--- src/rtl/foc_seq_pkg.sv ---
// Shared encodings and helpers for the FOC start/stop sequencer.
// State codes are visible on the state port, so keep them stable.
package foc_seq_pkg;

    typedef enum logic [2:0] {
        ST_IDLE  = 3'd0,
        ST_INIT  = 3'd1,
        ST_RAMP  = 3'd2,
        ST_RUN   = 3'd3,
        ST_STOP  = 3'd4,
        ST_FAULT = 3'd5
    } seq_state_e;

    // fault_code value 3 is reserved and never produced
    localparam logic [1:0] FC_NONE = 2'd0;
    localparam logic [1:0] FC_OC   = 2'd1;
    localparam logic [1:0] FC_WDT  = 2'd2;

    // 17-bit magnitude so that |-32768| is representable
    function automatic logic [16:0] abs17(input logic signed [15:0] v);
        logic [16:0] ext;
        ext = {v[15], v};
        return v[15] ? (17'd0 - ext) : ext;
    endfunction

    // States in which the core is out of reset and currents are supervised
    function automatic logic is_driving(input seq_state_e s);
        return (s == ST_RAMP) || (s == ST_RUN) || (s == ST_STOP);
    endfunction

endpackage

--- src/rtl/foc_sequencer_aim_slew.sv ---
// Saturating slew step: moves cur toward target by at most step.
// The difference is taken in 17 bits so extreme setpoints never wrap.
module aim_slew (
    input  logic signed [15:0] cur,
    input  logic signed [15:0] target,
    input  logic        [15:0] step,
    output logic signed [15:0] next
);

    logic signed [16:0] diff;
    logic        [16:0] mag;

    assign diff = {target[15], target} - {cur[15], cur};
    assign mag  = diff[16] ? (17'd0 - diff) : diff;

    // cur +/- step stays strictly between cur and target, so it cannot overflow
    always_comb begin
        next = target;
        if (mag > {1'b0, step}) begin
            if (diff[16])
                next = cur - step;
            else
                next = cur + step;
        end
    end

endmodule

--- src/rtl/foc_sequencer.sv ---
// FOC start/ramp/run/stop sequencer with overcurrent trip.
// Optional en_idq watchdog enabled by defining FOC_SEQ_WATCHDOG_EN.
module foc_sequencer
    import foc_seq_pkg::*;
#(
    parameter int RAMP_STEP  = 16,
    parameter int OC_LIMIT   = 3000,
    parameter int OC_COUNT   = 4,
    parameter int WDT_CYCLES = 8192
) (
    input  logic               clk,
    input  logic               rstn,
    input  logic               start,
    input  logic               clr_fault,
    input  logic               init_done,
    input  logic               en_idq,
    input  logic signed [15:0] id,
    input  logic signed [15:0] iq,
    input  logic signed [15:0] iq_target,
    output logic               foc_rstn,
    output logic signed [15:0] id_aim,
    output logic signed [15:0] iq_aim,
    output logic        [2:0]  state,
    output logic        [1:0]  fault_code
);

    localparam logic [15:0] STEP16  = 16'(RAMP_STEP);
    localparam logic [16:0] OC_LIM  = 17'(OC_LIMIT);
    localparam logic [7:0]  OC_LAST = 8'(OC_COUNT - 1);

    seq_state_e         st;
    logic               active;
    logic signed [15:0] slew_tgt;
    logic signed [15:0] iq_next;
    logic               oc_hit;
    logic               oc_trip;
    logic               wdt_trip;
    logic               stop_done;
    logic [7:0]         oc_cnt;

    assign state  = st;
    assign id_aim = '0;
    assign active = is_driving(st);

    // STOP winds the setpoint down to zero; otherwise follow the request
    assign slew_tgt = (st == ST_STOP) ? 16'sd0 : iq_target;

    aim_slew u_slew (
        .cur    (iq_aim),
        .target (slew_tgt),
        .step   (STEP16),
        .next   (iq_next)
    );

    assign oc_hit    = (abs17(id) > OC_LIM) || (abs17(iq) > OC_LIM);
    assign oc_trip   = active && en_idq && oc_hit && (oc_cnt == OC_LAST);
    assign stop_done = (st == ST_STOP) && en_idq && !start && (iq_next == 16'sd0);

    always_ff @(posedge clk or negedge rstn) begin
        if (!rstn)
            oc_cnt <= '0;
        else if (!active || oc_trip || wdt_trip || stop_done)
            oc_cnt <= '0;
        else if (en_idq)
            oc_cnt <= oc_hit ? oc_cnt + 8'd1 : 8'd0;
    end

`ifdef FOC_SEQ_WATCHDOG_EN
    logic [15:0] wdt_cnt;

    // Counts clk cycles since the last en_idq; trips on the WDT_CYCLES-th
    assign wdt_trip = active && !en_idq &&
                      (({1'b0, wdt_cnt} + 17'd1) == 17'(WDT_CYCLES));

    always_ff @(posedge clk or negedge rstn) begin
        if (!rstn)
            wdt_cnt <= '0;
        else if (!active || en_idq || oc_trip || wdt_trip)
            wdt_cnt <= '0;
        else
            wdt_cnt <= wdt_cnt + 16'd1;
    end
`else
    assign wdt_trip = 1'b0;
`endif

    always_ff @(posedge clk or negedge rstn) begin
        if (!rstn) begin
            st         <= ST_IDLE;
            foc_rstn   <= 1'b0;
            iq_aim     <= '0;
            fault_code <= FC_NONE;
        end else if (oc_trip || wdt_trip) begin
            st         <= ST_FAULT;
            foc_rstn   <= 1'b0;
            iq_aim     <= '0;
            fault_code <= oc_trip ? FC_OC : FC_WDT;
        end else begin
            case (st)
                ST_IDLE: begin
                    iq_aim <= '0;
                    if (start) begin
                        st       <= ST_INIT;
                        foc_rstn <= 1'b1;
                    end
                end
                ST_INIT: begin
                    if (!start) begin
                        st       <= ST_IDLE;
                        foc_rstn <= 1'b0;
                    end else if (init_done) begin
                        st <= ST_RAMP;
                    end
                end
                ST_RAMP: begin
                    if (en_idq)
                        iq_aim <= iq_next;
                    if (!start)
                        st <= ST_STOP;
                    else if (en_idq && iq_next == iq_target)
                        st <= ST_RUN;
                end
                ST_RUN: begin
                    if (en_idq)
                        iq_aim <= iq_next;
                    if (!start)
                        st <= ST_STOP;
                end
                ST_STOP: begin
                    if (en_idq)
                        iq_aim <= iq_next;
                    if (start) begin
                        st <= ST_RAMP;
                    end else if (stop_done) begin
                        st       <= ST_IDLE;
                        foc_rstn <= 1'b0;
                    end
                end
                ST_FAULT: begin
                    iq_aim   <= '0;
                    foc_rstn <= 1'b0;
                    if (clr_fault && !start) begin
                        st         <= ST_IDLE;
                        fault_code <= FC_NONE;
                    end
                end
                default: begin
                    st       <= ST_IDLE;
                    foc_rstn <= 1'b0;
                    iq_aim   <= '0;
                end
            endcase
        end
    end

endmodule

--- config.mk ---
export PLATFORM = sky130hd
export DESIGN_NAME = foc_sequencer
export DESIGN_NICKNAME = d
export VERILOG_FILES = /design/src/rtl/foc_seq_pkg.sv /design/src/rtl/foc_sequencer_aim_slew.sv /design/src/rtl/foc_sequencer.sv
export SDC_FILE = /design/constraint.sdc
export NUM_CORES = 1
export LEC_CHECK = 0
export CORE_MARGIN = 2
export CORE_UTILIZATION = 42
export DETAILED_ROUTE_END_ITERATION = 8
export GPL_TIMING_DRIVEN = 1
export PLACE_DENSITY = 0.67
export SLEW_MARGIN = 15
export SYNTH_ARGS = -nofsm -noshare
export SYNTH_HDL_FRONTEND = slang
export SYNTH_SLANG_ARGS = --single-unit
--- constraint.sdc ---
create_clock -name clk -period 7.5 [get_ports clk]
set_clock_uncertainty 0.1 [all_clocks]
set_input_delay 1.5 -clock clk [delete_from_list [all_inputs] [get_ports clk]]
set_output_delay 1.5 -clock clk [all_outputs]
set_load 0.05 [all_outputs]
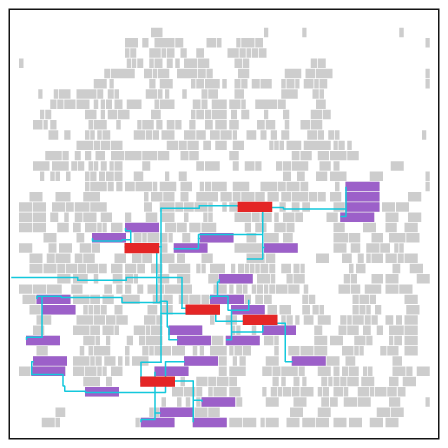
(images/clock_map.png)
[flip-flops] purple | count: 29
[cells driving clock nets] red | count: 5
[clock wires] cyan | length: 495 um
routed clock nets	6
Clock power frac: 9.8%
Insertion Delay late pin: 0.28 ns
Power Clock: 0.214 mW

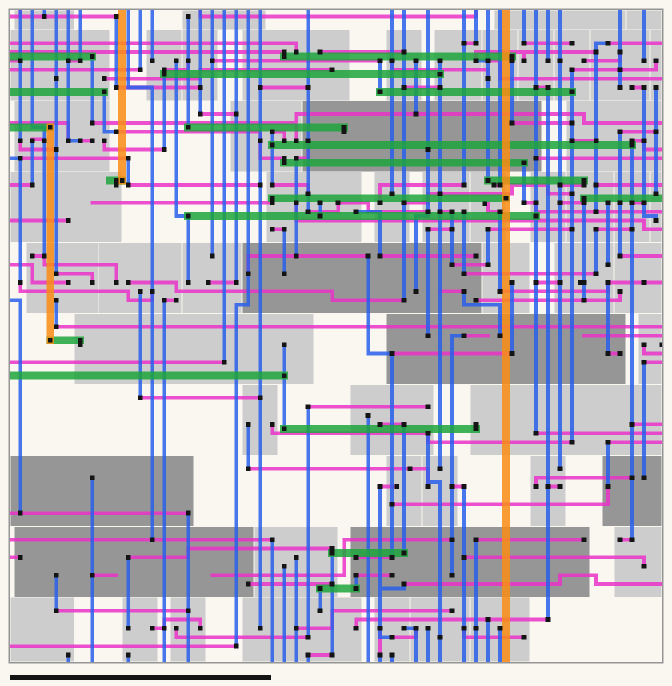
(images/zoom.png)
Scale bar: 10 um. Region (44, 22) to (69, 47) um. Cells in grey, sequential cells in the stronger grey; small squares are vias.
layer	colour
met1	magenta
met2	blue
met3	green
met4	orange
netlist names of flops here include	state (3), oc_cnt (2)
sequential cells in the window	6
cells with their middle in the window	49
most frequent	nor2_1 (8), nand2_1 (7), dfrtp_1 (6)

==> results.toml <==
# yosys + openroad results
[worst_hold_path]
min_path_cells = 2

[detailed_routing]
ant_nets = 0
vias_per_cell = 6.27
num_vias = 5470
drt-met1-wl_um = 7380
dr_wl_met2_um = 6920
drtPass1Iterations = 6
drc_errors = 0
met3WireLength_um = 1160

[yosys]
postSynthCellCount = 661
netlist_area_um2 = 5020
ys_seq_share_pct = 14.4
avgSynthCellArea_um2 = 7.60
synth.area.mux_share_pct = 3.93
yosys_cells = 661
yosysWarnings = 0
synthTopCellsByCount = "nor2_1, nand2_1, a21oi_1"
synth-edff-count = 0
numSynthFlops = 29
yosys.area_share.simple_pct = 29.0
ys_types = 92
ys_sh_xor_pct = 8.34
dominantRegCellSynth = "dfrtp_1"
aoi_share_pct = 29.6
yosysTopAreaCellShare_pct = 14.4
ys_chip_area_um2 = 5020
adder_share_pct = 7.07
async_flop_share_pct = 100

[worst_setup_path]
slowest_delay_ns = 0.49
crit_path_start_kind = "primary input"
cp_num_cells = 22
crit_top_cell = "a21oi_1"
crit_arrival_ns = 6.93
path_cells = "clkdlybuf4s50_1 -> and2_1 -> ha_1 -> a21oi_1 -> a2111o_1 -> a41oi_1 -> a31o_2 -> o31a_1 -> inv_1 -> fa_1 -> a21o_1 -> a21oi_1 -> o21ai_0 -> o41ai_1 -> o21bai_1 -> a21oi_1 -> xnor2_1 -> xor2_1 -> nor4_1 -> a31oi_1 -> mux2_2 -> a32o_1"
required_ns = 7.56
r2r_cells = 22
critical_path_class = "in2reg"

[timing]
timing.hold.ws_ns = 0.418
worstMarginPinSlew_ns = 0.971
setup-tns-final_ns = 0
relSlewSlack_pct = 35.0
fin_ws_ns = 0.635
fmax_ghz = 0.146
drv_slew = 0

[final_layout]
logic_area_um2 = 3990
flop_area_um2 = 726
logic_gate_count = 570
final_util_pct = 52.0
nNetsFinal = 809
syn_to_final_growth_pct = 19.6
num-fill-cells = 1117
non_clock_buffer_count = 85
nClkBuffers = 7
numSequentialCells = 29
final_cell_mix = "clkdlybuf4s50_1, nor2_1, nand2_1, a21oi_1, inv_1"
area_dominant_class = "logic gates"
seq-cell-share_pct = 12.1
clockNetworkAreaShare_pct = 2.62
nNonClkInverters = 37

[clocking]
clock-sinks = 29
cts_root_buf = "clkbuf_16"
cts_buffers = 5
cts_tree = "yes"
cts_htree_levels = 2
hold_buffers = 0
post_cts_buffers = 0
clkTransAtPathRegs_ns = 0.05

[placement]
globalplace.congestion = 0.931
place_area_um2 = 5850
place_inst = 864
portBuffers = 74

[global_routing]
grt.total_usage_pct = 24.2
use_met1_pct = 34.4
grt_max_degree = 30
gr-max-usage-layer = "met2"
use_met2_pct = 39.1
grt_pass1_vias = 5049
grt.overflow.total = 0

[floorplan]
coreArea_um2 = 11600
die_x_um = 113
fp_util_pct = 43.4
taps = 143
num_rows = 39
die-area_um2 = 12900
ios = 92

[power]
irDropWorstVdd_uv = 217
power.leakage_nw = 2.34
power_density_nw_per_um2 = 364

[status]
status = "finished clean"

[flow_run]
warning_count = 26
drv_cap = 0
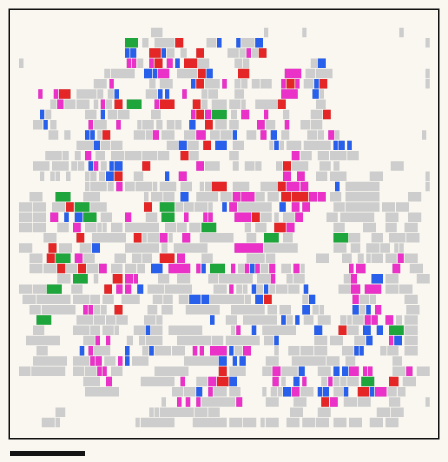
(images/gate_families.png)
Scale bar: 20 um.
family	colour	cells
multiplexers	green	18
NOR gates	magenta	122
NAND gates	blue	91
AND and OR gates	red	50
logic share of the area: 66.3%
Finished Layout Cells: 872
Top cell excl fill/tap: clkdlybuf4s50_1

[sequential cells by signal (all words and copies together) (netlist names)]
register    cells
state           3
oc_cnt          8
fault_code      1
foc_rstn        1
iq_aim         16
[where the power goes]
part	switching (mW)	internal, mW	leakage, nW
Sequential	0.0645	0.188	0.392
Combinational	1.05	0.670	1.87
Clock	0.0733	0.140	0.0799
[final timing paths]
| kind | startpoint | end | slack (ns) |
|---|---|---|---|
| min in group asynchronous | rstn | iq_aim[12] | 1.51 |
| hold reg to reg | fault_code[0] | fault_code[0] | 0.42 |
| hold / removal | fault_code[0] | fault_code[0] | 0.42 |
| setup / recovery | iq_target[5] | state[1] | 0.63 |
| setup reg to reg | state[1] | state[1] | 1.11 |
| max in group asynchronous | rstn | state[2] | 5.49 |
Power figures rest on the tool's default switching activity, not on a simulated workload.
